## config.mk

```make
export PLATFORM = sky130hd
export DESIGN_NAME = chunked_serial_adder_flat
export DESIGN_NICKNAME = d
export VERILOG_FILES = /design/src/rtl/chunked_serial_adder_if.sv /design/src/rtl/chunked_serial_adder.sv /design/src/flat_wrapper.sv
export SDC_FILE = /design/constraint.sdc
export NUM_CORES = 1
export LEC_CHECK = 0
export CAP_MARGIN = 20
export CORE_MARGIN = 8
export CORE_UTILIZATION = 35
export DETAILED_ROUTE_END_ITERATION = 12
export PLACE_DENSITY = 0.69
export SYNTH_ARGS = -nofsm -noshare
export SYNTH_HDL_FRONTEND = slang
export SYNTH_SLANG_ARGS = --single-unit
```

## constraint.sdc

```tcl
create_clock -name clk -period 2.59 [get_ports clk]
set_input_delay 0.518 -clock clk [delete_from_list [all_inputs] [get_ports clk]]
set_output_delay 0.518 -clock clk [all_outputs]
set_load 0.1 [all_outputs]
```

## src/rtl/chunked_serial_adder_if.sv

```systemverilog
// Handshake and data bundle for chunked_serial_adder: a requester drives the
// start strobe and operands, the adder returns busy/done and the result flags.
interface chunked_serial_adder_if #(
    parameter int WIDTH = 8
);
    logic             start;
    logic [WIDTH-1:0] a;
    logic [WIDTH-1:0] b;
    logic             c_in;
    logic             busy;
    logic             done;
    logic [WIDTH-1:0] sum;
    logic             c_out;
    logic             overflow;

    modport master (
        output start, a, b, c_in,
        input  busy, done, sum, c_out, overflow
    );

    modport slave (
        input  start, a, b, c_in,
        output busy, done, sum, c_out, overflow
    );
endinterface

```

## src/rtl/chunked_serial_adder.sv

```systemverilog
// chunked_serial_adder: adds two WIDTH-bit operands plus a carry-in, CHUNK bits
// per clock, through one CHUNK-bit adder slice and a registered carry. A
// start/busy/done handshake sequences the operation; results are held from the
// done cycle until the next accepted start.
module chunked_serial_adder #(
    parameter int WIDTH = 8,
    parameter int CHUNK = 2
) (
    input  logic                  clk,
    input  logic                  rst,
    chunked_serial_adder_if.slave bus
);
    localparam int NCH   = WIDTH / CHUNK;
    localparam int CNT_W = (NCH > 1) ? $clog2(NCH) : 1;
    localparam logic [CNT_W-1:0] LAST_CNT   = CNT_W'(NCH - 1);
    localparam logic [WIDTH-1:0] CHUNK_MASK = WIDTH'({CHUNK{1'b1}});

    typedef enum logic [1:0] {
        IDLE = 2'd0,
        RUN  = 2'd1,
        DONE = 2'd2
    } state_t;

    state_t           state_q, state_d;
    logic [CNT_W-1:0] cnt_q, cnt_d;
    logic             carry_q, carry_d;
    logic [WIDTH-1:0] a_q, a_d;
    logic [WIDTH-1:0] b_q, b_d;
    logic [WIDTH-1:0] sum_q, sum_d;
    logic             c_out_q, c_out_d;
    logic             ovf_q, ovf_d;
    logic             busy_q, busy_d;
    logic             done_q, done_d;

    logic             accept;
    int               shamt;
    logic [WIDTH-1:0] a_shift;
    logic [WIDTH-1:0] b_shift;
    logic [CHUNK:0]   slice_res;
    logic [WIDTH-1:0] sum_ins;
    logic             msb_ovf;

    // One CHUNK-bit adder slice; the top bit of the result is the slice carry-out.
    function automatic logic [CHUNK:0] add_slice(
        input logic [CHUNK-1:0] x,
        input logic [CHUNK-1:0] y,
        input logic             cin
    );
        return {1'b0, x} + {1'b0, y} + {{CHUNK{1'b0}}, cin};
    endfunction

    // Slice datapath: pick chunk cnt_q of the latched operands, add, and merge into sum.
    always_comb begin
        shamt     = int'(cnt_q) * CHUNK;
        a_shift   = a_q >> shamt;
        b_shift   = b_q >> shamt;
        slice_res = add_slice(a_shift[CHUNK-1:0], b_shift[CHUNK-1:0], carry_q);
        sum_ins   = (sum_q & ~(CHUNK_MASK << shamt))
                  | (WIDTH'(slice_res[CHUNK-1:0]) << shamt);
        // Only meaningful on the last chunk, where slice bit CHUNK-1 is the sum MSB.
        msb_ovf   = (a_q[WIDTH-1] == b_q[WIDTH-1])
                  && (slice_res[CHUNK-1] != a_q[WIDTH-1]);
    end

    // Next-state logic: RUN walks the chunks, DONE lasts one cycle, start restarts from IDLE or DONE.
    always_comb begin
        state_d = state_q;
        cnt_d   = cnt_q;
        carry_d = carry_q;
        a_d     = a_q;
        b_d     = b_q;
        sum_d   = sum_q;
        c_out_d = c_out_q;
        ovf_d   = ovf_q;
        accept  = bus.start && (state_q != RUN);

        case (state_q)
            RUN: begin
                sum_d   = sum_ins;
                carry_d = slice_res[CHUNK];
                if (cnt_q == LAST_CNT) begin
                    c_out_d = slice_res[CHUNK];
                    ovf_d   = msb_ovf;
                    state_d = DONE;
                end else begin
                    cnt_d = cnt_q + 1'b1;
                end
            end
            DONE:    state_d = IDLE;
            default: state_d = IDLE;
        endcase

        // A new request wins over the DONE->IDLE return, giving back-to-back operation.
        if (accept) begin
            state_d = RUN;
            a_d     = bus.a;
            b_d     = bus.b;
            carry_d = bus.c_in;
            cnt_d   = '0;
            sum_d   = '0;
            c_out_d = 1'b0;
            ovf_d   = 1'b0;
        end

        busy_d = (state_d == RUN);
        done_d = (state_d == DONE);
    end

    // Control and result registers; reset aborts any operation and clears everything.
    always_ff @(posedge clk) begin
        if (rst) begin
            state_q <= IDLE;
            cnt_q   <= '0;
            carry_q <= 1'b0;
            sum_q   <= '0;
            c_out_q <= 1'b0;
            ovf_q   <= 1'b0;
            busy_q  <= 1'b0;
            done_q  <= 1'b0;
        end else begin
            state_q <= state_d;
            cnt_q   <= cnt_d;
            carry_q <= carry_d;
            sum_q   <= sum_d;
            c_out_q <= c_out_d;
            ovf_q   <= ovf_d;
            busy_q  <= busy_d;
            done_q  <= done_d;
        end
    end

    // Operand latch; only an accepted start loads new values, so inputs may move during RUN.
    always_ff @(posedge clk) begin
        a_q <= a_d;
        b_q <= b_d;
    end

    assign bus.busy     = busy_q;
    assign bus.done     = done_q;
    assign bus.sum      = sum_q;
    assign bus.c_out    = c_out_q;
    assign bus.overflow = ovf_q;

endmodule

```

## src/flat_wrapper.sv

```systemverilog
// flat-port wrapper written by rule: the top's interface ports become plain ports
module chunked_serial_adder_flat 
#(
    parameter int WIDTH = 8,
    parameter int CHUNK = 2
)
  (clk, rst, bus_start, bus_a, bus_b, bus_c_in, bus_busy, bus_done, bus_sum, bus_c_out, bus_overflow);
  chunked_serial_adder_if #(.WIDTH(WIDTH)) bus_i ();
  input  logic clk;
  input  logic rst;
  input wire logic [$bits(bus_i.start)-1:0] bus_start;
  input wire logic [$bits(bus_i.a)-1:0] bus_a;
  input wire logic [$bits(bus_i.b)-1:0] bus_b;
  input wire logic [$bits(bus_i.c_in)-1:0] bus_c_in;
  output wire logic [$bits(bus_i.busy)-1:0] bus_busy;
  output wire logic [$bits(bus_i.done)-1:0] bus_done;
  output wire logic [$bits(bus_i.sum)-1:0] bus_sum;
  output wire logic [$bits(bus_i.c_out)-1:0] bus_c_out;
  output wire logic [$bits(bus_i.overflow)-1:0] bus_overflow;
  assign bus_i.start = bus_start;
  assign bus_i.a = bus_a;
  assign bus_i.b = bus_b;
  assign bus_i.c_in = bus_c_in;
  assign bus_busy = bus_i.busy;
  assign bus_done = bus_i.done;
  assign bus_sum = bus_i.sum;
  assign bus_c_out = bus_i.c_out;
  assign bus_overflow = bus_i.overflow;
  chunked_serial_adder #(.WIDTH(WIDTH), .CHUNK(CHUNK)) u_core (.clk(clk), .rst(rst), .bus(bus_i));
endmodule
```

==> run_1/clocks.png <==
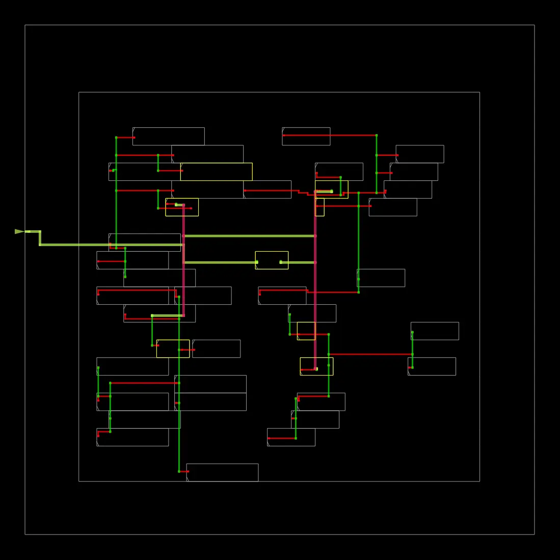
number of CTS-inserted buffers: 5
largest clock skew in the final design: 0.00583 ns
CTS Sinks: 33
clock network power: 0.477 mW

==> run_1/flops_by_reg.png <==
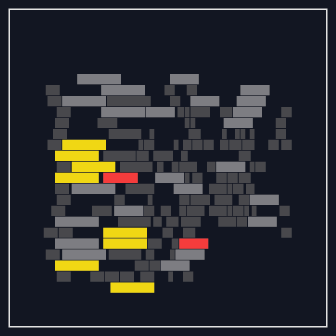
legend:
  yellow:
    netlist_name: `u_core.b_q`
    flops: 8
  red:
    netlist_name: `u_core.cnt_q`
    flops: 2

==> run_1/power_grid.png <==
Pins as bars on the die edge.
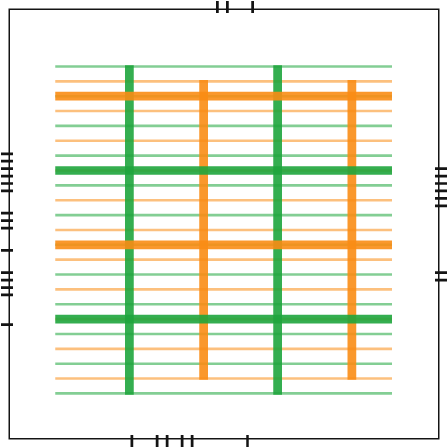
legend:
  green:
    net: VSS
  orange:
    net: VDD
met1 rails: 23
signal pins: 32
met5 straps: 4
rows: 22

==> run_summary.xml, run 1 <==
<?xml version="1.0" encoding="UTF-8"?>
<metrics>
  <group name="worst_setup_path">
    <metric name="timing.critical_path.cells" unit="">mux4_2, fa_1, fa_2, and3b_1, a211oi_1, nor3_1</metric>
    <metric name="critical_path_cell_count" unit="">6</metric>
    <metric name="path_delay_family" unit="">adder cells</metric>
    <metric name="worst_r2r_endpoint" unit="">u_core.bus.overflow</metric>
    <metric name="worstPathBufferInverterCount" unit="">0</metric>
    <metric name="required" unit="ns">2.75</metric>
    <metric name="cp_slowest_stage_delay" unit="ns">0.58</metric>
    <metric name="timing.reg2reg.setup_slack" unit="ns">0.09</metric>
    <metric name="reg2reg_launch_point" unit="">u_core.cnt_q[0]</metric>
    <metric name="crit_arrival" unit="ns">2.66</metric>
    <metric name="crit_path_start_kind" unit="">flip-flop</metric>
    <metric name="critical_path.startpoint" unit="">u_core.cnt_q[0]</metric>
    <metric name="crit_path_top_delay_cell" unit="">fa_2</metric>
  </group>
  <group name="global_route">
    <metric name="grt_max_degree" unit="">17</metric>
    <metric name="global_route.usage.total" unit="%">9.35</metric>
    <metric name="grt_remaining_overflow" unit="">0</metric>
    <metric name="grt_antenna_before_repair" unit="">0</metric>
  </group>
  <group name="synth">
    <metric name="yosys.cell_count.top_type" unit="">dfxtp_1</metric>
    <metric name="synth_top_cell_by_area" unit="">edfxtp_1</metric>
    <metric name="synth_cell_type_count" unit="">30</metric>
    <metric name="adder_share" unit="%">6.62</metric>
    <metric name="synth_warnings" unit="">0</metric>
    <metric name="ys_seq_elements" unit="">33</metric>
    <metric name="synth.area.top_cells" unit="">edfxtp_1 (35%), dfxtp_1 (25%), mux4_2 (6.6%)</metric>
    <metric name="mux_share" unit="%">7.36</metric>
    <metric name="most_frequent_cells_after_synthesis" unit="">dfxtp_1 (17), edfxtp_1 (16), nor2_1 (12)</metric>
    <metric name="yosys.area_share.aoi" unit="%">8.74</metric>
    <metric name="xor_share" unit="%">0.644</metric>
    <metric name="yosys-stat-cells" unit="">99</metric>
    <metric name="synthesis.instances" unit="">99</metric>
    <metric name="simple_gate_area_share" unit="%">14.2</metric>
    <metric name="netlist_logic_family_top" unit="">simple AND/OR/NAND/NOR gates</metric>
    <metric name="postSynthSeqShare" unit="%">60.3</metric>
    <metric name="synth_largest_type_area_fraction" unit="%">35.3</metric>
  </group>
  <group name="sta">
    <metric name="fin_crit" unit="ns">2.50</metric>
    <metric name="finalHoldViolCount" unit="">0</metric>
    <metric name="fmaxAchievable" unit="GHz">0.400</metric>
    <metric name="min_period_over_period" unit="%">96.5</metric>
    <metric name="worstMarginPinSlew" unit="ns">0.441</metric>
    <metric name="setup_repair_after_global_routing_missed_its_margin" unit="">false</metric>
    <metric name="setup-tns-final" unit="ns">0</metric>
    <metric name="setup_violations" unit="">0</metric>
  </group>
  <group name="layout">
    <metric name="area_delta_synth_final" unit="%">34.8</metric>
    <metric name="finalCoreUtilization" unit="%">49.7</metric>
    <metric name="antennaDiodeCount" unit="">0</metric>
    <metric name="post-route-cell-area" unit="sq um">1830</metric>
  </group>
  <group name="job">
    <metric name="drv.max_cap_violation_count" unit="">0</metric>
  </group>
  <group name="place">
    <metric name="postPlaceCellArea" unit="sq um">1720</metric>
    <metric name="number_of_buffers_added_on_ports" unit="">31</metric>
    <metric name="final_hpwl_dp" unit="mm">2.07</metric>
  </group>
  <group name="run_status">
    <metric name="status" unit="">finished, final reports clean</metric>
  </group>
  <group name="clock_tree">
    <metric name="clk_transition_reported_paths" unit="ns">0.07</metric>
    <metric name="ctsRootBufferMaster" unit="">clkbuf_8</metric>
    <metric name="cts_tree" unit="">yes</metric>
    <metric name="max-clock-path-buffers" unit="">2</metric>
  </group>
  <group name="detailed_routing">
    <metric name="drtPass1Iterations" unit="">4</metric>
    <metric name="avgRoutedWirePerCell" unit="um">14.9</metric>
    <metric name="route.vias.total" unit="">923</metric>
    <metric name="route.final.wire_length" unit="mm">2.80</metric>
    <metric name="final_antenna_net_count" unit="">0</metric>
    <metric name="avgViaCountPerCell" unit="">4.91</metric>
    <metric name="drtIter0Drc" unit="">75</metric>
  </group>
  <group name="power">
    <metric name="finalPower" unit="mW">1.25</metric>
    <metric name="power_density" unit="nW/um^2">680</metric>
    <metric name="vdd_drop_max" unit="mV">0.406</metric>
    <metric name="static-leakage-power" unit="nW">0.668</metric>
  </group>
  <group name="floorplan">
    <metric name="chipHeight" unit="um">78.3</metric>
    <metric name="core_area" unit="sq um">3690</metric>
    <metric name="initial_core_util" unit="%">36.9</metric>
    <metric name="die.size.x" unit="um">78.3</metric>
    <metric name="floorplan.die_area" unit="sq um">6140</metric>
  </group>
</metrics>
## run 1: cell type report
type / count / area, sq um / share of cell area [%]
clock inverter: 3 / 41.3 / 2.25
timing repair buffer: 36 / 318 / 17.3
tap: 48 / 60.1 / 3.28
sequential: 33 / 825 / 45.0
clock buffer: 5 / 68.8 / 3.75
inverter: 2 / 7.51 / 0.410
multi-input combinational: 61 / 513 / 28.0
## run 1: stage by stage
stage / hold WS, ns / cells / setup WS (ns)
after floorplan: 0.543 / 99 / 0.0180
after global placement: 0.454 / 180 / 0.105
after detailed placement: 0.462 / 180 / 0.00746
after CTS: 0.472 / 188 / 0.0703
after global routing: 0.497 / 188 / 0.00277
final: 0.463 / 188 / 0.0917
## run 1: per-layer routing
layer / up-vias / global-route usage (%) / routed length, um / share of wire [%]
met1: 439 / 10.2 / 1210 / 43
li1: 447 / - / - / -
met5: - / 0 / 0 / 0
met4: 0 / 3.89 / 44 / 1.6
met3: 7 / 4.21 / 201 / 7.2
met2: 30 / 15.4 / 1350 / 48
## run 1: layout by cell type (no fill, tap or decap), drive strengths merged
master         count
nand2b             1
buf               17
fa                 2
a22oi              2
nor2b              2
nand3b             4
nand2              4
dfxtp             17
a32oi              4
nor3               1
nor3b              2
nand3              1
and3b              1
clkinvlp           1
mux4               4
mux2i              1
clkinv             1
bufinv             1
and2               1
xnor2              1
clkdlybuf4s50     19
a21oi              6
o21ai              1
a21o               1
edfxtp            16
ha                 4
and2b              1
nor2              13
a211oi             2
nand4              2
inv                2
clkbuf             5
## run 1: worst min-delay path, stage by stage, from the launching register on
cell and delay [ns]:
dfxtp_1 0.31, nand2_1 0.05, a21oi_1 0.05
## run 1: flip-flops by register name, indices dropped and copies added, names as in the netlist
name,count
u_core.bus.busy,1
u_core.a_q,8
u_core.state_q,2
u_core.carry_q,1
u_core.cnt_q,2
u_core.bus.sum,8
u_core.bus.done,1
u_core.bus.c_out,1
u_core.b_q,8
u_core.bus.overflow,1
## run 1: what timing repair did
action	in CTS	in global routing
buffers inserted	0	0
gates resized	1	2
setup endpoints to repair	1	1
## run 1: logic make-up (layout without fill, tap and decap cells)
group | count (synthesis) | in the layout
adders and majority gates | 6 | 6
buffers and inverters | 5 | 46
muxes | 5 | 5
xor gates and xnor gates | 1 | 1
DFF | 33 | 33
AOI/OAI and AO/OA | 16 | 16
and+or+nand+nor | 33 | 33
## run 1: how the worst min path moves through the flow
stage	cells after the start	start	slack (ns)	end
floorplan	2	u_core.carry_q	0.54	u_core.carry_q
finish	2	u_core.bus.sum[6]	0.46	u_core.bus.sum[6]
global route	2	u_core.bus.sum[6]	0.50	u_core.bus.sum[6]
global placement	2	u_core.bus.sum[6]	0.45	u_core.bus.sum[6]
CTS	2	u_core.bus.sum[6]	0.47	u_core.bus.sum[6]
detailed placement	2	u_core.bus.sum[6]	0.46	u_core.bus.sum[6]
## run 1: report_power, final
group	internal [mW]	switching [mW]	leakage (nW)
clock network	0.283	0.194	0.0518
logic	0.0858	0.0970	0.324
registers	0.574	0.0132	0.292
--- run 2 (diff from run 1) ---
- CAP_MARGIN: 20 -> 30
==> run_2/clocks.png <==
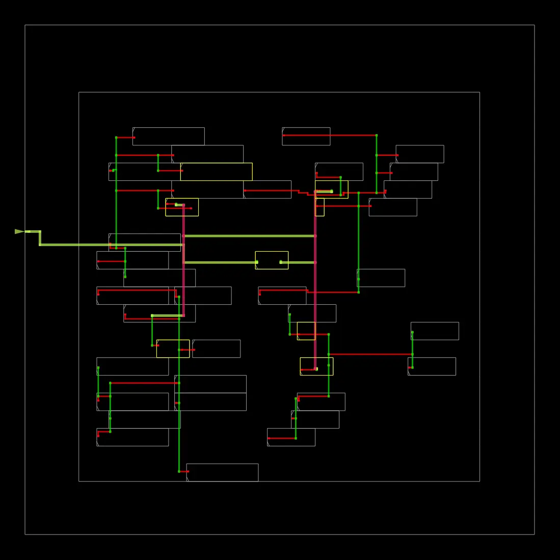
flip-flops: 33
worst-skew pair later-pin latency: 0.29 ns
number of clock buffers in the layout: 5

==> run_2/power_grid.png <==
Pins as bars on the die edge.
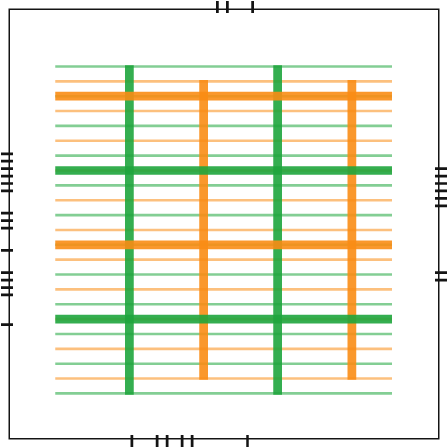
legend:
  green:
    net: VSS
  orange:
    net: VDD
met4 straps: 4
signal pins: 32
met1 rails: 23

==> run 2 against run 1 <==
Combinational power barely moved. Count of clock-buffer cells in the layout unchanged. Wire length did not move. Synthesized cell count stayed put. Register-to-register slack barely moved. Core utilization stayed put. Largest power group unchanged.
==> run_summary.xml, run 2 <==
<?xml version="1.0" encoding="UTF-8"?>
<metrics>
  <group name="run_status">
    <metric name="status" unit="">finished, final reports clean</metric>
  </group>
  <group name="worst_setup_path">
    <metric name="crit_path_top_delay_cell" unit="">fa_2</metric>
    <metric name="crit_path_start_kind" unit="">flip-flop</metric>
    <metric name="timing.critical_path.cells" unit="">mux4_2, fa_1, fa_2, and3b_1, a211oi_1, nor3_1</metric>
    <metric name="path_delay_family" unit="">adder cells</metric>
    <metric name="worstPathBufferInverterCount" unit="">0</metric>
    <metric name="required" unit="ns">2.75</metric>
    <metric name="worst_r2r_endpoint" unit="">u_core.bus.overflow</metric>
    <metric name="cp_slowest_stage_delay" unit="ns">0.58</metric>
    <metric name="reg2reg_launch_point" unit="">u_core.cnt_q[0]</metric>
  </group>
  <group name="layout">
    <metric name="area_delta_synth_final" unit="%">34.8</metric>
    <metric name="antennaDiodeCount" unit="">0</metric>
    <metric name="seqCellArea" unit="sq um">825</metric>
    <metric name="mostFrequentLayoutCells" unit="">clkdlybuf4s50_1 (19), buf_4 (17), edfxtp_1 (16), dfxtp_1 (16), nor2_1 (12)</metric>
    <metric name="layout_top_cell" unit="">clkdlybuf4s50_1</metric>
    <metric name="final-comb-area" unit="sq um">513</metric>
    <metric name="finalNonFillerCells" unit="">188</metric>
  </group>
  <group name="global_route">
    <metric name="met2_routing_resource_usage_after_global_routing" unit="%">15.4</metric>
    <metric name="grt_antenna_before_repair" unit="">0</metric>
    <metric name="groute.layer.met3.usage" unit="%">4.21</metric>
    <metric name="global_route.usage.total" unit="%">9.35</metric>
    <metric name="grt_remaining_overflow" unit="">0</metric>
    <metric name="grt_max_degree" unit="">17</metric>
    <metric name="grt_use_met1" unit="%">10.2</metric>
  </group>
  <group name="detailed_routing">
    <metric name="route.vias.total" unit="">923</metric>
    <metric name="drtPass1Iterations" unit="">4</metric>
    <metric name="drtIter0Drc" unit="">75</metric>
    <metric name="final_antenna_net_count" unit="">0</metric>
    <metric name="route.final.wire_length" unit="mm">2.80</metric>
  </group>
  <group name="place">
    <metric name="number_of_buffers_added_on_ports" unit="">31</metric>
    <metric name="dp.cells" unit="">180</metric>
    <metric name="final_hpwl_dp" unit="mm">2.07</metric>
  </group>
  <group name="floorplan">
    <metric name="core_area" unit="sq um">3690</metric>
    <metric name="initial_core_util" unit="%">36.9</metric>
    <metric name="die.size.x" unit="um">78.3</metric>
    <metric name="floorplan.die_area" unit="sq um">6140</metric>
  </group>
  <group name="sta">
    <metric name="setup_violations" unit="">0</metric>
    <metric name="final.setup_skew" unit="ns">0.00583</metric>
    <metric name="fin_crit" unit="ns">2.50</metric>
    <metric name="worstMarginPinSlew" unit="ns">0.441</metric>
    <metric name="min_period_over_period" unit="%">96.5</metric>
    <metric name="setup-tns-final" unit="ns">0</metric>
  </group>
  <group name="clock_tree">
    <metric name="clk_transition_reported_paths" unit="ns">0.07</metric>
    <metric name="numCtsBuffers" unit="">5</metric>
    <metric name="max-clock-path-buffers" unit="">2</metric>
    <metric name="cts_tree" unit="">yes</metric>
    <metric name="ctsRootBufferMaster" unit="">clkbuf_8</metric>
    <metric name="cts_setup_buffers" unit="">0</metric>
  </group>
  <group name="worst_hold_path">
    <metric name="timing.hold.worst.start" unit="">u_core.bus.sum[6]</metric>
    <metric name="hold_depth" unit="">2</metric>
  </group>
  <group name="power">
    <metric name="vdd_drop_max" unit="mV">0.406</metric>
    <metric name="power.combinational.fraction" unit="%">14.7</metric>
    <metric name="seq_power_share" unit="%">47.1</metric>
    <metric name="power_switching_share" unit="%">24.4</metric>
    <metric name="pwr-share-clk" unit="%">38.3</metric>
    <metric name="static-leakage-power" unit="nW">0.668</metric>
  </group>
  <group name="synth">
    <metric name="postSynthSeqShare" unit="%">60.3</metric>
    <metric name="yosys.cell_count.top_type" unit="">dfxtp_1</metric>
    <metric name="yosys-stat-cells" unit="">99</metric>
    <metric name="synth_largest_type_area_fraction" unit="%">35.3</metric>
    <metric name="most_frequent_cells_after_synthesis" unit="">dfxtp_1 (17), edfxtp_1 (16), nor2_1 (12)</metric>
    <metric name="synth_top_cell_by_area" unit="">edfxtp_1</metric>
    <metric name="synth_cell_type_count" unit="">30</metric>
    <metric name="ys_seq_elements" unit="">33</metric>
    <metric name="synth.area.top_cells" unit="">edfxtp_1 (35%), dfxtp_1 (25%), mux4_2 (6.6%)</metric>
  </group>
  <group name="job">
    <metric name="drv.max_cap_violation_count" unit="">0</metric>
  </group>
</metrics>
==> run_2/logic_types.png <==
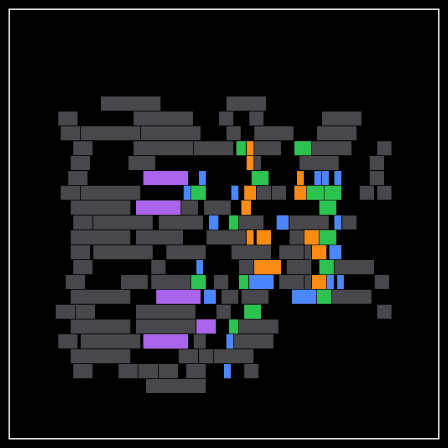
legend:
  green:
    family: aoi and oai cells
    cells: 15
    where: middle
  orange:
    family: nand cells
    cells: 12
    where: middle
  blue:
    family: nor cells
    cells: 18
  purple:
    family: mux cells
    cells: 5

==> run 2: cell counts after synthesis <==
No cell type changed its count.
==> run 2: power groups by stage <==
stage | combinational, mW | sequential, mW | clock (mW)
after floorplan | 0.0856 | 0.623 | 0
after global placement | 0.178 | 0.598 | 0
after detailed placement | 0.180 | 0.600 | 0
after CTS | 0.181 | 0.588 | 0.479
after global routing | 0.197 | 0.590 | 0.504
final | 0.183 | 0.587 | 0.477
==> run 2: worst max-delay path by stage <==
stage                          endpoint  depth (start not counted)       startpoint  slack (ns)
finish              u_core.bus.overflow                          6  u_core.cnt_q[0]        0.09
global route        u_core.bus.overflow                          6  u_core.cnt_q[0]       0.003
global placement    u_core.bus.overflow                          6  u_core.cnt_q[0]        0.11
floorplan           u_core.bus.overflow                          7  u_core.cnt_q[0]        0.02
CTS                 u_core.bus.overflow                          6  u_core.cnt_q[0]        0.07
detailed placement  u_core.bus.overflow                          6  u_core.cnt_q[0]       0.007
==> run 2: per-stage QoR <==
step                      util (%)  worst slack (ns)  power (mW)  area (sq um)  hold WS, ns
after floorplan                  -            0.0180       0.709          1360        0.543
after global placement        46.5             0.105       0.776          1720        0.454
after detailed placement      46.5           0.00746       0.780          1720        0.462
after CTS                     49.6            0.0703        1.25          1830        0.472
after global routing          49.7           0.00277        1.29          1830        0.497
final                         49.7            0.0917        1.25          1830        0.463
==> run 2: cells by family after synthesis <==
group	Yosys count	share of synthesized area, %
and+or+nand+nor	33	14.2
xor gates and xnor gates	1	0.644
DFF	33	60.3
adders and majority gates	6	6.62
muxes	5	7.36
AOI/OAI and AO/OA	16	8.74
buffers and inverters	5	2.12
==> run 2: what timing repair did <==
action                                  4_1_cts  5_1_grt
pin swaps                                     0        0
endpoints found under the setup margin        1        1
gates resized                                 1        2
==> run 2: routing by layer <==
layer	vias up	wire length [um]
met5	-	0
met4	0	44
met3	7	201
met2	30	1350
met1	439	1210
li1	447	-
==> run 2: final cells by class <==
type                            instances  area share, %
Clock buffer                            5           3.75
Multi-Input combinational cell         61           28.0
Clock inverter                          3           2.25
Timing Repair Buffer                   36           17.3
Sequential cell                        33           45.0
Tap cell                               48           3.28
Inverter                                2          0.410
==> run 2: worst min-delay path, delay by kind of cell (launching register included) <==
family,cells,cell delay (ns)
compound gates,1,0.05
flops,1,0.31
simple gates,1,0.05
--- run 3 (diff from run 2) ---
- CELL_PAD_IN_SITES_DETAIL_PLACEMENT: unset -> 1
- CELL_PAD_IN_SITES_GLOBAL_PLACEMENT: unset -> 2
- CORE_UTILIZATION: 35 -> 29
- GPL_ROUTABILITY_DRIVEN: unset -> 0
- PLACE_DENSITY: 0.69 -> 0.8
- SKIP_LAST_GASP: unset -> 1
==> run_3/flops_by_reg.png <==
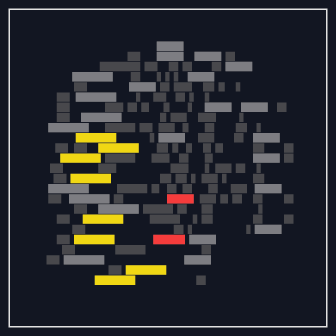
legend:
  yellow:
    netlist_name: `u_core.b_q`
    flops: 8
  red:
    netlist_name: `u_core.cnt_q`
    flops: 2

==> run_3/logic_types.png <==
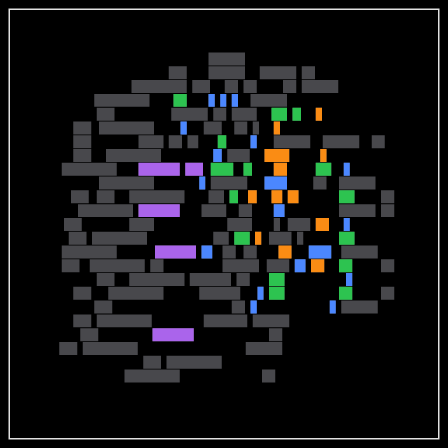
legend:
  purple:
    family: mux cells
    cells: 5
  orange:
    family: nand cells
    cells: 12
  green:
    family: aoi and oai cells
    cells: 15
  blue:
    family: nor cells
    cells: 18

==> run 3 against run 2 <==
Via count is 0.65% lower. Critical path depth stayed put. Largest power group unchanged. Highest routed layer unchanged. Largest cell class unchanged. Non-clock buffer count is 1 higher. Fmax is 2.4% higher.
==> run_summary.xml, run 3 <==
<?xml version="1.0" encoding="UTF-8"?>
<metrics>
  <group name="run_status">
    <metric name="status" unit="">finished, final reports clean</metric>
  </group>
  <group name="synth">
    <metric name="postSynthSeqShare" unit="%">60.3</metric>
    <metric name="postSynthNetCount" unit="">125</metric>
    <metric name="synth.area.top_cells" unit="">edfxtp_1 (35%), dfxtp_1 (25%), mux4_2 (6.6%)</metric>
    <metric name="synthesis.instances" unit="">99</metric>
    <metric name="synth_warnings" unit="">0</metric>
    <metric name="synthArstFlopShare" unit="%">0</metric>
    <metric name="most_frequent_cells_after_synthesis" unit="">dfxtp_1 (17), edfxtp_1 (16), nor2_1 (12)</metric>
    <metric name="yosys.cell_count.top_type" unit="">dfxtp_1</metric>
    <metric name="yosys-stat-cells" unit="">99</metric>
    <metric name="synth_chip_area" unit="sq um">1360</metric>
    <metric name="synth_top_cell_by_area" unit="">edfxtp_1</metric>
    <metric name="ff_type" unit="">dfxtp_1</metric>
    <metric name="synthesized_area_divided_by_synthesized_cell_count" unit="sq um">13.7</metric>
    <metric name="synth_largest_type_area_fraction" unit="%">35.3</metric>
    <metric name="enable_flop_cells" unit="">16</metric>
    <metric name="ys_seq_elements" unit="">33</metric>
    <metric name="synth.cell_area" unit="sq um">1360</metric>
    <metric name="synth_cell_type_count" unit="">30</metric>
  </group>
  <group name="sta">
    <metric name="timing.final.max_slew_violations" unit="">0</metric>
    <metric name="fin_crit" unit="ns">2.44</metric>
    <metric name="setup_repair_after_global_routing_missed_its_margin" unit="">false</metric>
    <metric name="setup_violations" unit="">0</metric>
    <metric name="min_period_over_period" unit="%">94.2</metric>
    <metric name="fmaxAchievable" unit="GHz">0.410</metric>
    <metric name="timing.slew.headroom" unit="%">67.5</metric>
    <metric name="finalHoldViolCount" unit="">0</metric>
    <metric name="worstMarginPinSlew" unit="ns">0.488</metric>
    <metric name="setup-tns-final" unit="ns">0</metric>
    <metric name="minimum_setup_slack_in_the_final_design" unit="ns">0.150</metric>
  </group>
  <group name="worst_setup_path">
    <metric name="cp_slowest_stage_delay" unit="ns">0.58</metric>
    <metric name="crit_type" unit="">reg2reg</metric>
    <metric name="worstPathBufferInverterCount" unit="">0</metric>
    <metric name="critical_path_cell_count" unit="">6</metric>
    <metric name="crit_path_top_delay_cell" unit="">fa_2</metric>
    <metric name="crit_arrival" unit="ns">2.59</metric>
    <metric name="end_kind" unit="">flip-flop</metric>
    <metric name="worst_r2r_endpoint" unit="">u_core.bus.overflow</metric>
    <metric name="reg2reg_launch_point" unit="">u_core.cnt_q[0]</metric>
    <metric name="reg2regPathDepth" unit="">6</metric>
    <metric name="dominant_cell_type_by_count_on_the_critical_path" unit="">fa_2</metric>
    <metric name="critical_path.startpoint" unit="">u_core.cnt_q[0]</metric>
    <metric name="crit_path_start_kind" unit="">flip-flop</metric>
    <metric name="required" unit="ns">2.74</metric>
    <metric name="path_delay_family" unit="">adder cells</metric>
    <metric name="crit_end" unit="">u_core.bus.overflow</metric>
    <metric name="timing.reg2reg.setup_slack" unit="ns">0.15</metric>
    <metric name="largest_fanout_on_the_critical_path" unit="">4</metric>
    <metric name="timing.critical_path.cells" unit="">mux4_2, fa_2, fa_2, and3b_1, a211oi_2, nor3_1</metric>
  </group>
  <group name="global_route">
    <metric name="grt_pass1_vias" unit="">1050</metric>
    <metric name="global_route.usage.total" unit="%">9.34</metric>
    <metric name="grt_pass1_wl" unit="mm">5.15</metric>
    <metric name="grt_remaining_overflow" unit="">0</metric>
    <metric name="grt_max_degree" unit="">17</metric>
    <metric name="grt_antenna_before_repair" unit="">0</metric>
  </group>
  <group name="floorplan">
    <metric name="chipHeight" unit="um">84.5</metric>
    <metric name="row_count" unit="">25</metric>
    <metric name="die.size.x" unit="um">84.5</metric>
    <metric name="core_area" unit="sq um">4630</metric>
    <metric name="io_pins" unit="">32</metric>
    <metric name="initial_core_util" unit="%">29.4</metric>
    <metric name="floorplan.die_area" unit="sq um">7140</metric>
  </group>
  <group name="detailed_routing">
    <metric name="route.detailed.drc" unit="">0</metric>
    <metric name="route.vias.total" unit="">917</metric>
    <metric name="route.final.wire_length" unit="mm">3.00</metric>
    <metric name="drtIter0Drc" unit="">36</metric>
    <metric name="final_antenna_net_count" unit="">0</metric>
    <metric name="avgRoutedWirePerCell" unit="um">15.4</metric>
    <metric name="avgViaCountPerCell" unit="">4.70</metric>
    <metric name="drtPass1Iterations" unit="">4</metric>
  </group>
  <group name="clock_tree">
    <metric name="clkSinkCount" unit="">33</metric>
    <metric name="ctsRootBufferMaster" unit="">clkbuf_8</metric>
    <metric name="max-clock-path-buffers" unit="">2</metric>
    <metric name="numCtsBuffers" unit="">5</metric>
    <metric name="cts_tree" unit="">yes</metric>
    <metric name="htree_levels" unit="">2</metric>
    <metric name="clk_transition_reported_paths" unit="ns">0.07</metric>
    <metric name="post_cts_hold_buffer_count" unit="">0</metric>
  </group>
  <group name="place">
    <metric name="final_hpwl_dp" unit="mm">2.35</metric>
    <metric name="number_of_buffers_added_on_ports" unit="">31</metric>
    <metric name="dp.cells" unit="">186</metric>
    <metric name="place_worst_setup_slack" unit="ns">-0.00415</metric>
  </group>
  <group name="power">
    <metric name="static-leakage-power" unit="nW">0.673</metric>
    <metric name="power.combinational.fraction" unit="%">15.6</metric>
    <metric name="vdd_drop_max" unit="mV">0.362</metric>
    <metric name="seq_power_share" unit="%">46.9</metric>
    <metric name="pwr-share-clk" unit="%">37.5</metric>
    <metric name="power_density" unit="nW/um^2">675</metric>
    <metric name="p_int" unit="mW">0.950</metric>
    <metric name="netSwitchingPower" unit="mW">0.302</metric>
    <metric name="power_switching_share" unit="%">24.1</metric>
  </group>
  <group name="layout">
    <metric name="finalCoreUtilization" unit="%">40.1</metric>
    <metric name="area_delta_synth_final" unit="%">36.4</metric>
    <metric name="layout-drive-gt1-share" unit="%">28.4</metric>
    <metric name="antennaDiodeCount" unit="">0</metric>
    <metric name="mostFrequentLayoutCells" unit="">clkdlybuf4s50_1 (19), buf_4 (18), edfxtp_1 (16), dfxtp_1 (16), nor2_1 (12)</metric>
    <metric name="final_net_count" unit="">166</metric>
    <metric name="layout_top_cell" unit="">clkdlybuf4s50_1</metric>
    <metric name="finalNonFillerCells" unit="">195</metric>
  </group>
  <group name="worst_hold_path">
    <metric name="holdCritPathClass" unit="">reg2reg</metric>
  </group>
  <group name="job">
    <metric name="tool_warnings" unit="">29</metric>
    <metric name="drv.max_cap_violation_count" unit="">0</metric>
  </group>
</metrics>
==> run_3/clocks.png <==
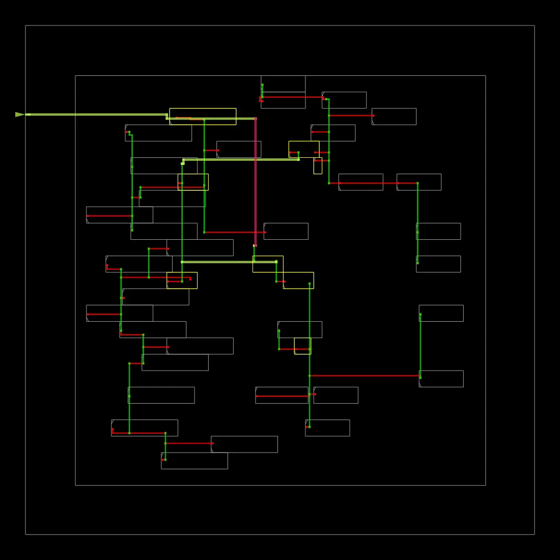
largest clock skew in the final design: 0.00558 ns
worst-skew pair later-pin latency: 0.28 ns
clock network power: 0.469 mW

-- run 3: cell counts after synthesis --
Identical to the previous run, type by type.
-- run 3: worst min-delay path by stage --
| stage | from | end | depth (start not counted) |
|---|---|---|---|
| after global placement | u_core.bus.sum[6] | u_core.bus.sum[6] | 2 |
| after global routing | u_core.bus.sum[6] | u_core.bus.sum[6] | 2 |
| after CTS | u_core.bus.sum[6] | u_core.bus.sum[6] | 2 |
| after detailed placement | u_core.bus.sum[6] | u_core.bus.sum[6] | 2 |
| final | u_core.bus.sum[6] | u_core.bus.sum[6] | 2 |
| after floorplan | u_core.carry_q | u_core.carry_q | 2 |
-- run 3: cell families (layout without fill, tap and decap cells) --
kind of cell               after synthesis  in the layout  share of synthesized area (%)
xor gates and xnor gates                 1              1                          0.644
AOI/OAI and AO/OA                       16             16                           8.74
DFF                                     33             33                           60.3
and+or+nand+nor                         33             33                           14.2
buffers and inverters                    5             47                           2.12
adders and majority gates                6              6                           6.62
muxes                                    5              5                           7.36
-- run 3: power groups by stage --
| stage | Sequential (mW) | Combinational, mW | Clock (mW) |
|---|---|---|---|
| 6_report | 0.587 | 0.196 | 0.469 |
| 3_5_place_dp | 0.600 | 0.184 | 0 |
| 3_3_place_gp | 0.598 | 0.180 | 0 |
| 4_1_cts | 0.589 | 0.185 | 0.486 |
| 2_1_floorplan | 0.623 | 0.0856 | 0 |
| 5_1_grt | 0.591 | 0.212 | 0.506 |
-- run 3: layout make-up --
class | instances | area [sq um]
Clock buffer | 5 | 68.8
Inverter | 2 | 7.51
Tap cell | 54 | 67.6
Clock inverter | 3 | 41.3
Timing Repair Buffer | 37 | 325
Sequential cell | 33 | 825
Fill cell | 496 | 2770
Multi-Input combinational cell | 61 | 520
-- run 3: routing by layer --
metal	up-vias	GRT usage, %	share of wire (%)
met2	25	16.3	52
met1	444	9.02	39
met5	-	0	0
li1	446	-	-
met4	0	3.40	0.70
met3	2	5.17	8.6
-- run 3: worst register-to-register path: stages, from the launching register on --
cell	delay, ns
dfxtp_4	0.38
mux4_2	0.53
fa_2	0.38
fa_2	0.58
and3b_1	0.19
a211oi_2	0.19
nor3_1	0.07
-- run 3: what timing repair did --
item,4_1_cts,5_1_grt
setup endpoints to repair,1,1
buffers inserted,0,1
pin swaps,0,1
gates resized,1,4
-- run 3: through the flow --
step / hold slack [ns] / area (sq um) / total power [mW]
floorplan: 0.543 / 1360 / 0.709
global placement: 0.450 / 1720 / 0.778
detailed placement: 0.466 / 1720 / 0.784
CTS: 0.479 / 1840 / 1.26
global route: 0.493 / 1860 / 1.31
finish: 0.470 / 1860 / 1.25
Power is estimated from default activity; no workload was simulated.
